--- src/rtl/barret_811_pkg.sv ---
// Shared constants and types for the mod-811 Barrett reduction scheduler.
package barret_811_pkg;

  localparam int unsigned Q      = 811;
  localparam int unsigned MU     = 1292;  // floor(2^20 / 811)
  localparam int unsigned K      = 10;
  localparam int unsigned DIN_W  = 19;
  localparam int unsigned DOUT_W = 10;

  typedef logic [DIN_W-1:0]  din_t;
  typedef logic [DOUT_W-1:0] res_t;

  // One conditional subtraction of Q on a 20-bit partial residue.
  function automatic logic [19:0] cond_sub(input logic [19:0] r);
    return (r >= 20'(Q)) ? (r - 20'(Q)) : r;
  endfunction

endpackage

--- src/rtl/barret_811_pipe.sv ---
// Two-stage mod-811 Barrett reduction with a pass-through requester tag.
// All registers advance only when en is high; bubbles travel like data.
module barret_811_pipe
  import barret_811_pkg::*;
#(
  parameter int unsigned ID_W = 2
) (
  input  logic            clk,
  input  logic            rst_n,
  input  logic            en,
  input  logic            in_valid,
  input  din_t            in_x,
  input  logic [ID_W-1:0] in_id,
  output logic            v1,
  output logic            out_valid,
  output res_t            out_data,
  output logic [ID_W-1:0] out_id
);

  din_t            x1_q;
  logic [ID_W-1:0] id1_q;
  logic [9:0]      t1_q;
  logic [19:0]     prod;
  logic [9:0]      t_d;
  logic [19:0]     r0, r1, r2;

  // Quotient estimate: 9-bit high part times 11-bit MU, full 20-bit product.
  always_comb begin
    prod = 20'(in_x[DIN_W-1:K]) * 20'(MU);
    t_d  = 10'(prod >> K);
  end

  // Stage 1: capture operand, tag and quotient estimate on transfer.
  always_ff @(posedge clk or negedge rst_n) begin
    if (!rst_n) begin
      v1    <= 1'b0;
      x1_q  <= '0;
      id1_q <= '0;
      t1_q  <= '0;
    end else if (en) begin
      v1 <= in_valid;
      if (in_valid) begin
        x1_q  <= in_x;
        id1_q <= in_id;
        t1_q  <= t_d;
      end
    end
  end

  // Remainder with at most two corrective subtractions; estimate is short by <= 2.
  always_comb begin
    r0 = 20'(x1_q) - (20'(t1_q) * 20'(Q));
    r1 = cond_sub(r0);
    r2 = cond_sub(r1);
  end

  // Stage 2: output register, held while the pipe is stalled.
  always_ff @(posedge clk or negedge rst_n) begin
    if (!rst_n) begin
      out_valid <= 1'b0;
      out_data  <= '0;
      out_id    <= '0;
    end else if (en) begin
      out_valid <= v1;
      out_data  <= DOUT_W'(r2);
      out_id    <= id1_q;
    end
  end

endmodule

--- src/rtl/barret_811_sched.sv ---
// Round-robin scheduler sharing one mod-811 reduction pipe among N_REQ requesters.
// Optional result-handshake counter port perf_cnt under macro BARRET_811_PERF_EN.
module barret_811_sched
  import barret_811_pkg::*;
#(
  parameter int unsigned N_REQ = 4,
  localparam int unsigned ID_W = (N_REQ > 1) ? $clog2(N_REQ) : 1
) (
  input  logic                   clk,
  input  logic                   rst_n,
  input  logic [N_REQ-1:0]       req_valid,
  input  logic [N_REQ*DIN_W-1:0] req_data,
  output logic [N_REQ-1:0]       req_ready,
  output logic                   out_valid,
  output res_t                   out_data,
  output logic [ID_W-1:0]        out_id,
  input  logic                   out_ready,
  output logic                   busy
`ifdef BARRET_811_PERF_EN
  ,
  output logic [31:0]            perf_cnt
`endif
);

  logic [ID_W-1:0] ptr_q, ptr_d;
  logic [ID_W-1:0] win;
  logic            found;
  logic            adv;
  logic            transfer;
  logic            v1;
  din_t            in_x;

  // Whole pipe moves together; rst_n gating keeps req_ready low during reset.
  assign adv      = rst_n && (!out_valid || out_ready);
  assign transfer = found && adv;

  // Rotating priority search starting at ptr.
  always_comb begin
    int unsigned idx;
    win   = '0;
    found = 1'b0;
    idx   = 0;
    for (int unsigned k = 0; k < N_REQ; k++) begin
      idx = (32'(ptr_q) + k) % N_REQ;
      if (!found && req_valid[idx]) begin
        found = 1'b1;
        win   = ID_W'(idx);
      end
    end
  end

  // Grant, operand mux and next pointer.
  always_comb begin
    req_ready = '0;
    if (transfer) req_ready[win] = 1'b1;
    in_x  = req_data[32'(win)*DIN_W +: DIN_W];
    ptr_d = ptr_q;
    if (transfer) begin
      if (32'(win) == N_REQ - 1) ptr_d = '0;
      else                       ptr_d = win + ID_W'(1);
    end
  end

  // Round-robin pointer register.
  always_ff @(posedge clk or negedge rst_n) begin
    if (!rst_n) ptr_q <= '0;
    else        ptr_q <= ptr_d;
  end

  barret_811_pipe #(
    .ID_W (ID_W)
  ) u_pipe (
    .clk       (clk),
    .rst_n     (rst_n),
    .en        (adv),
    .in_valid  (transfer),
    .in_x      (in_x),
    .in_id     (win),
    .v1        (v1),
    .out_valid (out_valid),
    .out_data  (out_data),
    .out_id    (out_id)
  );

  assign busy = v1 || out_valid;

`ifdef BARRET_811_PERF_EN
  logic [31:0] perf_q;

  // Count accepted results, wrapping naturally at 2^32.
  always_ff @(posedge clk or negedge rst_n) begin
    if (!rst_n)                      perf_q <= '0;
    else if (out_valid && out_ready) perf_q <= perf_q + 32'd1;
  end

  assign perf_cnt = perf_q;
`endif

endmodule

--- config.mk ---
export PLATFORM = sky130hd
export DESIGN_NAME = barret_811_sched
export DESIGN_NICKNAME = d
export VERILOG_FILES = /design/src/rtl/barret_811_pkg.sv /design/src/rtl/barret_811_pipe.sv /design/src/rtl/barret_811_sched.sv
export SDC_FILE = /design/constraint.sdc
export NUM_CORES = 1
export LEC_CHECK = 0
export CAP_MARGIN = 20
export CORE_UTILIZATION = 58
export CTS_BUF_LIST = sky130_fd_sc_hd__clkbuf_16
export DETAILED_ROUTE_END_ITERATION = 8
export GPL_TIMING_DRIVEN = 0
export PLACE_DENSITY = 0.8
export SLEW_MARGIN = 10
export SYNTH_ARGS = -nofsm -noshare
export SYNTH_HDL_FRONTEND = slang
export SYNTH_HIERARCHICAL = 1
export SYNTH_SLANG_ARGS = --single-unit
--- constraint.sdc ---
create_clock -name clk -period 10.25 [get_ports clk]
set_input_delay 2.05 -clock clk [delete_from_list [all_inputs] [get_ports clk]]
set_output_delay 2.05 -clock clk [all_outputs]
set_load 0.005 [all_outputs]
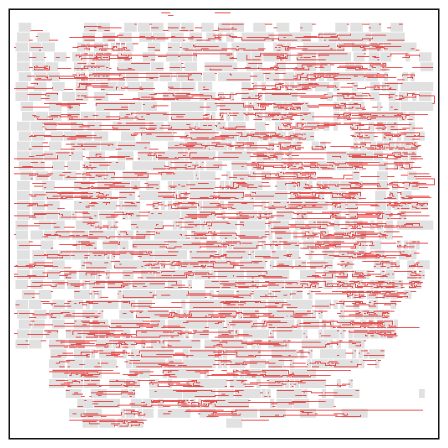
Figure 1: run 1, met1 routing.
Cells faint in the background.
nets with wire on the layer: 1133
share of all routed wire: 46%
longest straight run: 51.5 um
main direction: horizontal
met1 Resource Use GR: 33.24%
total wire length: 17.00 mm

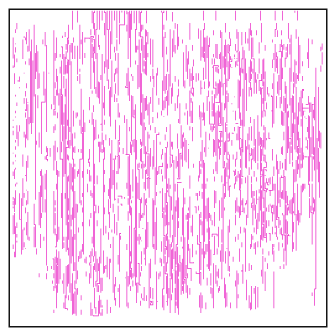
Figure 2: run 1, metal 2.
main direction: vertical
share of all routed wire: 50%

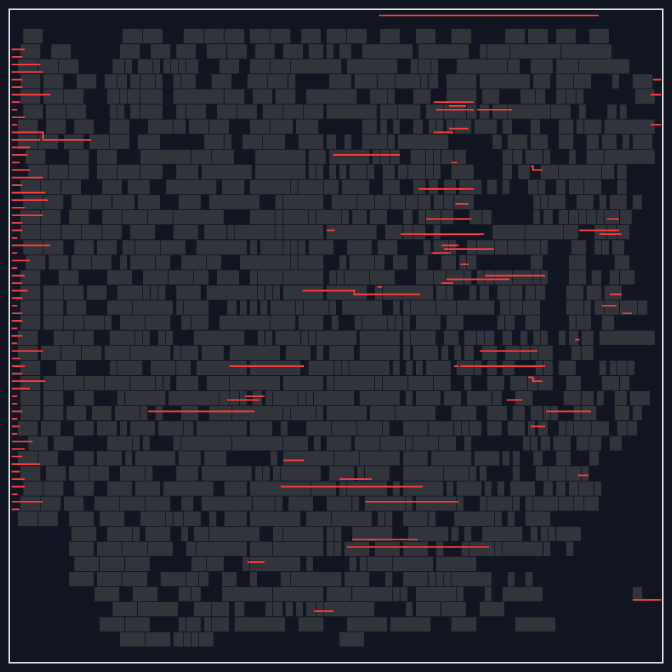
Figure 3: run 1, M3 wires.
Cells faint in the background.
share of all routed wire: 3.2%
longest straight run: 39.3 um
nets with wire on the layer: 106
GR met3 Demand/Resource: 2.180%
vias after detailed routing: 6282

==> results_dict.tcl, run 1 <==
# implementation run metrics
set metrics [dict create \
    run_status "completed" \
    finalClockPeriodUsage_pct 79.73 \
    m1WireLength_mm 7.794 \
    postCtsHoldBufs 0 \
    floorplan.die_area_um2 13830 \
    grt.busiest_layer "met2" \
    ys_chip_area_um2 7751 \
    cp_num_buf_inv 5 \
    post_synthesis_cell_count 848 \
    final-nonclk-buf-share_pct 12.59 \
    worst-endpoint-required_ps 10450 \
    top_non_seq_family "adder cells" \
    syn-cell-area_um2 7751 \
    die_x_um 117.6 \
    final.min_clock_period_ps 8173 \
    routabilityCongestion 0.8741 \
    cp_slowest_stage_delay_ps 550 \
    cp_data_arrival_time_ps 8370 \
    grt-ovfl-total 0 \
    grt_setup_unrepaired "no" \
    placedInstanceArea_um2 8982 \
    synth_nets 1115 \
    endpoint_kind "flop" \
    drive_gt1_share_pct 7.419 \
    ff2ff_setup_slack_ps 2080 \
    timing.final.ws_setup_ps 2077 \
    cts_tree "yes" \
    grt_first_pass_wirelength_mm 29.69 \
    critical_path_peak_fanout 10 \
    rr_endpoint "u_pipe/out_data[3]$_DFFE_PN0P_" \
    synth_stat.cells 848 \
    holdPathEnd "u_pipe/out_data[9]$_DFFE_PN0P_" \
    layout_top_cells_excl_fill_tap "139 x sky130_fd_sc_hd__inv_1, 137 x sky130_fd_sc_hd__ha_1, 99 x sky130_fd_sc_hd__clkdlybuf4s50_1" \
    filler_cell_count 1001 \
    grt_antenna_before_repair 0 \
    drt_first_pass_iters 5 \
    slew_viol_final 0 \
    clock_insertion_delay_worst_skew_ps 290 \
]
==> run 2: changes to the inputs <==
==> constraint.sdc (replaced) <==
create_clock -name clk -period 8 [get_ports clk]
set_input_delay 1.6 -clock clk [delete_from_list [all_inputs] [get_ports clk]]
set_output_delay 1.6 -clock clk [all_outputs]
set_load 0.005 [all_outputs]
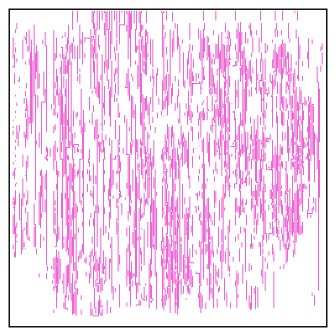
Figure 4: run 2, metal 2.
share of all routed wire: 50%
main direction: vertical
nets with wire on the layer: 1024
wire length on this layer: 8830 um

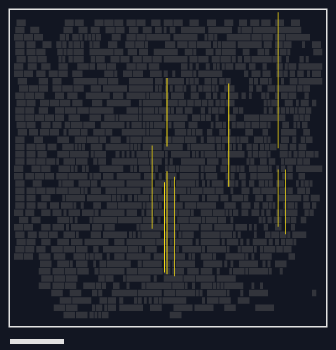
Figure 5: run 2, metal 4.
The bar under the picture is 20 um long. Cells faint in the background.
longest straight run: 50.3 um
main direction: vertical
wire length on this layer: 297 um
nets with wire on the layer: 8

==> results_dict.tcl, run 2 <==
# implementation run metrics
set metrics [dict create \
    post_layout_nonfiller_instances 1135 \
    groute.layer.met3.usage_pct 2.132 \
    drive_gt1_share_pct 10.80 \
    final-nonclk-buf-share_pct 12.95 \
    floorplan.die_area_um2 13830 \
    grt_antenna_before_repair 0 \
    critical_path_peak_fanout 10 \
    rr_endpoint "u_pipe/out_data[4]$_DFFE_PN0P_" \
    syn-cell-area_um2 7751 \
    ys_chip_area_um2 7751 \
    synth_cell_types 75 \
    endpoint_kind "flop" \
    drt_first_pass_iters 6 \
    ios 101 \
    holdPathEnd "u_pipe/out_data[9]$_DFFE_PN0P_" \
    cp_slowest_stage_delay_ps 530 \
    worst-endpoint-required_ps 8180 \
    ff2ff_setup_slack_ps 340 \
    layout_top_cells_excl_fill_tap "139 x sky130_fd_sc_hd__inv_1, 134 x sky130_fd_sc_hd__ha_1, 99 x sky130_fd_sc_hd__clkdlybuf4s50_1" \
    postCtsSetupRepairBufs 0 \
    timing.final.ws_setup_ps 341.7 \
    timing.slew.headroom_pct 49.39 \
    synth_nets 1115 \
    final.min_clock_period_ps 7658 \
    start_kind "flop" \
    place_ws_ps -115.0 \
    postCtsHoldBufs 0 \
    top_non_seq_family "adder cells" \
    timing.reg2reg.worst_path_depth 34 \
    die_x_um 117.6 \
    cp_data_arrival_time_ps 7840 \
    run_status "completed" \
    grt-ovfl-total 0 \
    finalClockPeriodUsage_pct 95.73 \
    cts_tree "yes" \
    grt_first_pass_wirelength_mm 29.77 \
    ys_sh_adder_pct 34.25 \
    m1WireLength_mm 7.951 \
    placedInstanceArea_um2 8982 \
    synth_stat.cells 848 \
    cp_num_buf_inv 7 \
    grt.busiest_layer "met2" \
    filler_cell_count 981 \
    slew_viol_final 0 \
]
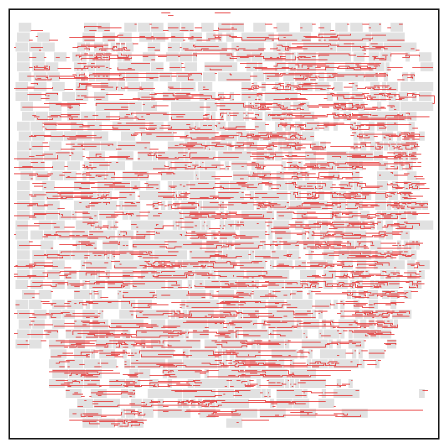
Figure 6: run 2, met1 routing.
Cells faint in the background.
share of all routed wire: 45%
main direction: horizontal
wire length on this layer: 7950 um
nets with wire on the layer: 1147
longest straight run: 51.5 um
met1 Resource Use GR: 33.27%
total wire length: 17.52 mm
vias after detailed routing: 6383

==> run 3: changes to the inputs <==
--- a/config.mk
+++ b/config.mk
@@ -5,7 +5,6 @@
 export SDC_FILE = /design/constraint.sdc
 export NUM_CORES = 1
 export LEC_CHECK = 0
-export CAP_MARGIN = 20
 export CORE_UTILIZATION = 58
 export CTS_BUF_LIST = sky130_fd_sc_hd__clkbuf_16
 export DETAILED_ROUTE_END_ITERATION = 8
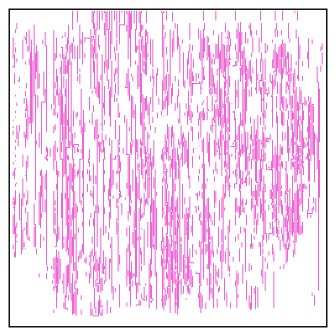
Figure 7: run 3, metal 2.
main direction: vertical
wire length on this layer: 8830 um
nets with wire on the layer: 1024
share of all routed wire: 50%
longest straight run: 77.7 um

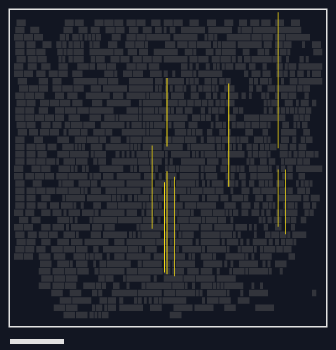
Figure 8: run 3, metal 4.
The bar under the picture is 20 um long. Cells faint in the background.
main direction: vertical
wire length on this layer: 297 um

==> results_dict.tcl, run 3 <==
# implementation run metrics
set metrics [dict create \
    m1WireLength_mm 7.951 \
    ys_sh_adder_pct 34.25 \
    post_layout_nonfiller_instances 1135 \
    final.min_clock_period_ps 7658 \
    postCtsHoldBufs 0 \
    grt-ovfl-total 0 \
    cp_data_arrival_time_ps 7840 \
    place_ws_ps -115.0 \
    route.vias.total 6383 \
    synth_nets 1115 \
    grt_antenna_before_repair 0 \
    groute.layer.met3.usage_pct 2.132 \
    finalClockPeriodUsage_pct 95.73 \
    ios 101 \
    rr_endpoint "u_pipe/out_data[4]$_DFFE_PN0P_" \
    layout_top_cells_excl_fill_tap "139 x sky130_fd_sc_hd__inv_1, 134 x sky130_fd_sc_hd__ha_1, 99 x sky130_fd_sc_hd__clkdlybuf4s50_1" \
    cp_slowest_stage_delay_ps 530 \
    cts_tree "yes" \
    postCtsSetupRepairBufs 0 \
    run_status "completed" \
    timing.final.ws_setup_ps 341.7 \
    floorplan.die_area_um2 13830 \
]
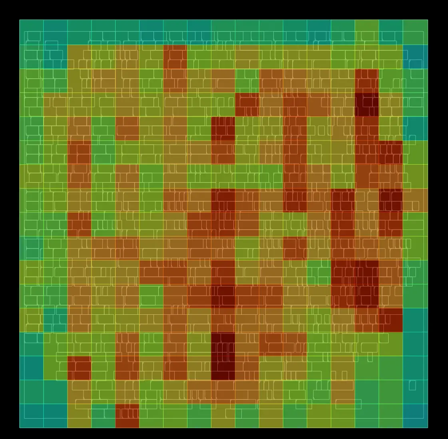
Figure 9: run 3, congestion heat map.
global router's overall resource usage: 26.06%
global route hottest layer: met2

